Port wiring:
Bar = 20 µm.
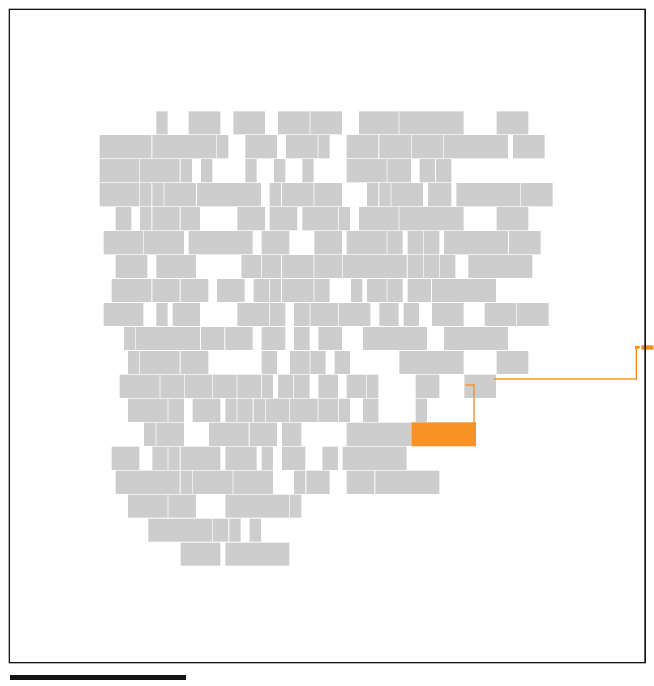
Wire density map:
14 x 15 tiles, from dark blue (low) to red (high), scaled to the fullest tile. Values are wire area over tile area, all layers added.
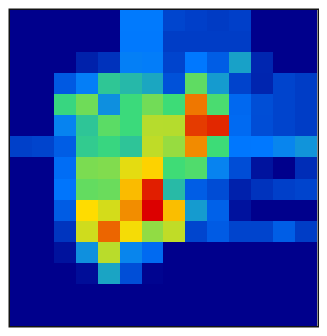
Placement by cell class:
Fill, decap, tap and diode cells in gray.
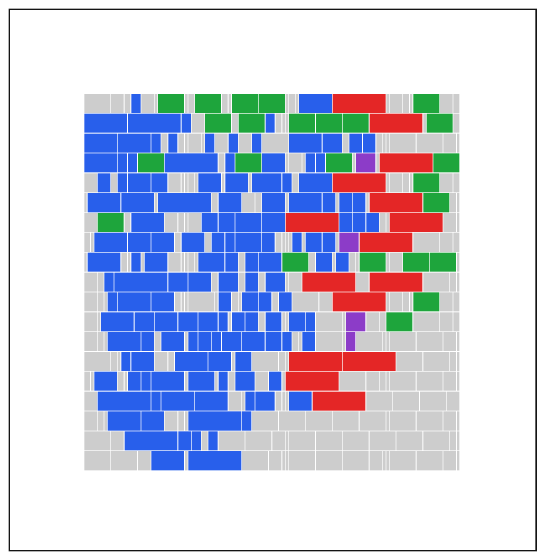
Floorplan with the power grid:
Bar = 20 µm. Pins as bars on the die edge. Tap cells in gray.
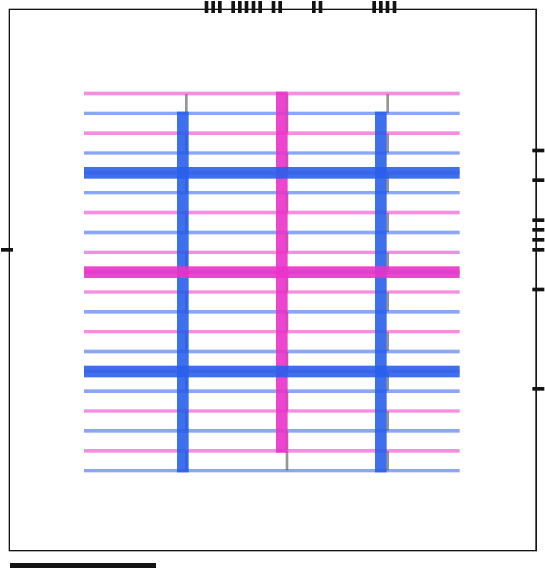
$ cat src/rtl/stage_two.sv
// TMDS stage two: turns a 9-bit transition-minimised word into a DC-balanced
// 10-bit symbol, tracking running disparity; emits control symbols when de = 0.
module stage_two #(
  parameter int CNT_W = 5
) (
  input  logic       clk,
  input  logic       n_rst,
  input  logic [8:0] st2_in,
  input  logic       de,
  input  logic [1:0] ctrl,
  output logic [9:0] st2_out,
  output logic       de_out
);

  localparam logic [9:0] CTRL_00 = 10'b1101010100;
  localparam logic [9:0] CTRL_01 = 10'b0010101011;
  localparam logic [9:0] CTRL_10 = 10'b0101010100;
  localparam logic [9:0] CTRL_11 = 10'b1010101011;

  logic signed [CNT_W-1:0] cnt, cnt_nxt;
  logic signed [CNT_W-1:0] diff;      // n1 - n0
  logic signed [CNT_W-1:0] two_b8;    // 2 * st2_in[8]
  logic signed [CNT_W-1:0] two_nb8;   // 2 * ~st2_in[8]
  logic [3:0]              n1;
  logic [9:0]              data_sym, ctrl_sym;
  logic                    b8;
  logic                    cnt_zero, cnt_pos, cnt_neg;

  assign b8 = st2_in[8];

  always_comb begin
    n1 = 4'd0;
    for (int i = 0; i < 8; i++)
      n1 = n1 + {3'd0, st2_in[i]};
  end

  // n1 - n0 = 2*n1 - 8; modular arithmetic keeps this exact in CNT_W bits
  assign diff    = $signed(CNT_W'({n1, 1'b0})) - $signed(CNT_W'(8));
  assign two_b8  = b8 ? $signed(CNT_W'(2)) : '0;
  assign two_nb8 = b8 ? '0 : $signed(CNT_W'(2));

  assign cnt_zero = (cnt == '0);
  assign cnt_neg  = cnt[CNT_W-1];
  assign cnt_pos  = !cnt_zero && !cnt_neg;

  always_comb begin
    data_sym = '0;
    cnt_nxt  = cnt;
    if (cnt_zero || n1 == 4'd4) begin
      data_sym = {~b8, b8, b8 ? st2_in[7:0] : ~st2_in[7:0]};
      cnt_nxt  = b8 ? cnt + diff : cnt - diff;
    end else if ((cnt_pos && n1 > 4'd4) || (cnt_neg && n1 < 4'd4)) begin
      data_sym = {1'b1, b8, ~st2_in[7:0]};
      cnt_nxt  = cnt + two_b8 - diff;
    end else begin
      data_sym = {1'b0, b8, st2_in[7:0]};
      cnt_nxt  = cnt + diff - two_nb8;
    end
  end

  always_comb begin
    case (ctrl)
      2'b00:   ctrl_sym = CTRL_00;
      2'b01:   ctrl_sym = CTRL_01;
      2'b10:   ctrl_sym = CTRL_10;
      default: ctrl_sym = CTRL_11;
    endcase
  end

  // Control periods also clear disparity so each data period starts balanced
  always_ff @(posedge clk) begin
    if (!n_rst) begin
      st2_out <= CTRL_00;
      de_out  <= 1'b0;
      cnt     <= '0;
    end else begin
      de_out <= de;
      if (de) begin
        st2_out <= data_sym;
        cnt     <= cnt_nxt;
      end else begin
        st2_out <= ctrl_sym;
        cnt     <= '0;
      end
    end
  end

endmodule

$ cat config.mk
export PLATFORM = sky130hd
export DESIGN_NAME = stage_two
export DESIGN_NICKNAME = d
export VERILOG_FILES = /design/src/rtl/stage_two.sv
export SDC_FILE = /design/constraint.sdc
export NUM_CORES = 1
export LEC_CHECK = 0
export ABC_AREA = 0
export CORE_AREA = 10 10 62 64
export CTS_CLUSTER_SIZE = 14
export DETAILED_ROUTE_END_ITERATION = 12
export DIE_AREA = 0 0 72 74
export PLACE_DENSITY = 0.81
export SLEW_MARGIN = 20
export SYNTH_ARGS = -nofsm -noshare
export SYNTH_HDL_FRONTEND = slang
export SYNTH_SLANG_ARGS = --single-unit
$ cat constraint.sdc
create_clock -name clk -period 11.47 [get_ports clk]
set_clock_uncertainty 0.15 [all_clocks]
set_input_delay 2.8675 -clock clk [delete_from_list [all_inputs] [get_ports clk]]
set_output_delay 2.8675 -clock clk [all_outputs]
set_load 0.02 [all_outputs]
==> results.toml <==
# generated from flow reports
[floorplan]
die-area_um2 = 5330
die_h_um = 74
io_pins = 25
rows = 19
fp_util_pct = 53.3
dieWidth_um = 72
core_area_um2 = 2660

[yosys]
synth-xor-area-share_pct = 13.5
top_cells_by_area = "dfxtp_1 (21%), ha_1 (19%), fa_1 (11%), xnor2_1 (9.9%), inv_1 (6.9%)"
synthesis.nets = 201
synth.logic.top_family = "adder cells"
top_area_cell = "dfxtp_1"
yosysMostFrequentCell = "inv_1"
ys_seq_share_pct = 21.2
syn_area_um2 = 1420
numSynthFlops = 15
yosysTopAreaCellShare_pct = 21.2
netlist_instances = 158
muxShareOfSynthArea_pct = 2.91
synthTopCellsByCount = "inv_1 (26), ha_1 (21), a21oi_1 (17)"
synth_adder_area_share_pct = 29.8
synth-async-reset-ratio_pct = 0
yosysUniqueCellTypes = 34
edf_count = 0
ys_sh_simple_pct = 9.44
yosys-stat-area_um2 = 1420
synth.cellmix.compoundShare_pct = 13.6
ys.flop_type = "dfxtp_1"
synth_stat.cells = 158
ys_warn_count = 0

[layout]
largestRegisters = "st2_out: 10 flops, cnt: 4 flops, de_out: 1 flops"
largest_reg_flops = 10
layout.nonclk_buf_share_pct = 14.3
lay_top_count = "inv_1"
seq_area_share_pct = 17.8
dominant-cell-class = "multi-input combinational cells"
nNonClkInverters = 26
final_cells = 211
comb_share_pct = 58.3
fillCellCount = 230
nonClockBufferCount = 24
logic_area_um2 = 982
final_util_pct = 63.3
clock_buffers = 4
comb_cells = 111
fin_nets = 224
seq_area_um2 = 300
mostFrequentLayoutCells = "inv_1 (26), clkdlybuf4s50_1 (24), ha_1 (21)"
diodes = 0
seq_cell_count = 15
top_register = "st2_out"
final-clk-cell-share_pct = 1.56
area_growth_syn_to_layout_pct = 18.8

[grt]
grtUsageTotal_pct = 11.8
grt_pass1_vias = 1109
grt_pass1_wl_um = 5060
grt_use_met1_pct = 13.4
grt_overflow_total = 0
use_met2_pct = 21.5
met3_usage_pct = 1.99
gr-max-usage-layer = "met2"
grt_start_max_net_pins = 14
antenna_found_initial = 0

[power]
p_sw_share_pct = 48.9
power.density_nw_per_um2 = 277
peakVddDrop_uv = 180
finalPower_uw = 466
switchingPower_uw = 228
p_leak_nw = 0.771
combPwrFrac_pct = 76.7
cell_internal_pwr_uw = 238
p_clk_share_pct = 6.2

[place]
io_buffers = 24
placedCellCount = 207
place.gp.congestion = 0.867
pre_cts_slack_ns = 3.89
hpwlAfterDp_um = 2680
placed_area_um2 = 1660

[min_path]
min_from = "cnt[4]"
min_path_type = "register to register"
holdPathEnd = "cnt[1]"
holdPathStages = 2

[outcome]
status = "finished, final reports clean"

[clock_network]
cts_tree = "done"
clk_pin_slew_ns = 0.08
clockRootBuffer = "clkbuf_4"
cts_resized = 0
htree_levels = 1
clock_sinks = 15
hold_buffers = 0
insertion_delay_ns = 0.27
clk_path_buf_depth = 2
cts_setup_buffers = 0

[worst_setup_path]
ff2ff_path_depth = 9
cp-end-kind = "register"
required_ns = 11.47
cp.arrival_ns = 7.26
timing.rr.end = "cnt[3]"
path_max_fanout = 9
critPathLaunch = "st2_in[0]"
startpoint_type = "input pin"
cp-endpoint = "st2_out[1]"
crit_type = "input pin to register"

[routing]
drc = 0
drt-total-wl_um = 3050
first_iter_violations = 45
drtAntennaViolNets = 0
wl_met1_um = 1270
dr_wl_met3_um = 128
wl_met2_um = 1620
top_layer = "met4"
wl_per_cell_um = 14.4
vias_per_cell = 5.20
drtPass1Iterations = 5
vias = 1098

[final_timing]
rsz0062_at_grt = "no"
finalSetupTns_ns = 0
setup_ws_ns = 4.21
fin_crit_sh_pct = 63.3
setup_violations = 0
worst_slew_pin_slew_ns = 0.745
finalHoldViolCount = 0
fin_crit_ns = 7.26
max_slew_margin_pct = 50.0

[job]
tool_warnings = 37
max_cap_violations = 0
## Picture notes: 'port wiring'
`de_out` -> orange  # bits 1, direction output, edge east, end cells 1, buffers 1, wire 25.6 µm

## Picture notes: 'wire density map'
nearly empty tiles = 41%
emptiest ninth of the die = south-east
tiles over half the peak = 17%
mean over tiles = 0.089

## Picture notes: 'placement by cell class'
other buffers and delay cells -> green  # cells 24, share of their area 15%
combinational and other logic -> blue  # cells 137, share of their area 66%
flops -> red  # cells 15, share of their area 18%
clock drivers and dummy loads -> purple  # cells 4, share of their area 1.6%

## Picture notes: 'floorplan with the power grid'
VSS -> blue
VDD -> magenta
met4 straps = 3
met1 rails = 20

==> critical path, cell delays in order <==
cell	delay (ns)
clkdlybuf4s50_1	0.46
inv_1	0.07
fa_1	0.56
fa_1	0.43
fa_1	0.50
inv_1	0.06
ha_1	0.17
a21oi_1	0.18
xnor2_1	0.23
ha_1	0.22
nand2b_1	0.06
or2_1	0.29
mux2i_1	0.16
nor3_2	0.65
xnor2_1	0.24
a21oi_1	0.10
==> power groups by stage <==
stage	sequential [mW]	combinational (mW)	clock, mW
6_report	0.0796	0.358	0.0289
3_3_place_gp	0.0795	0.344	0
3_5_place_dp	0.0805	0.356	0
4_1_cts	0.0795	0.358	0.0290
2_1_floorplan	0.0857	0.273	0
5_1_grt	0.0815	0.399	0.0313
Power is estimated from default activity; no workload was simulated.
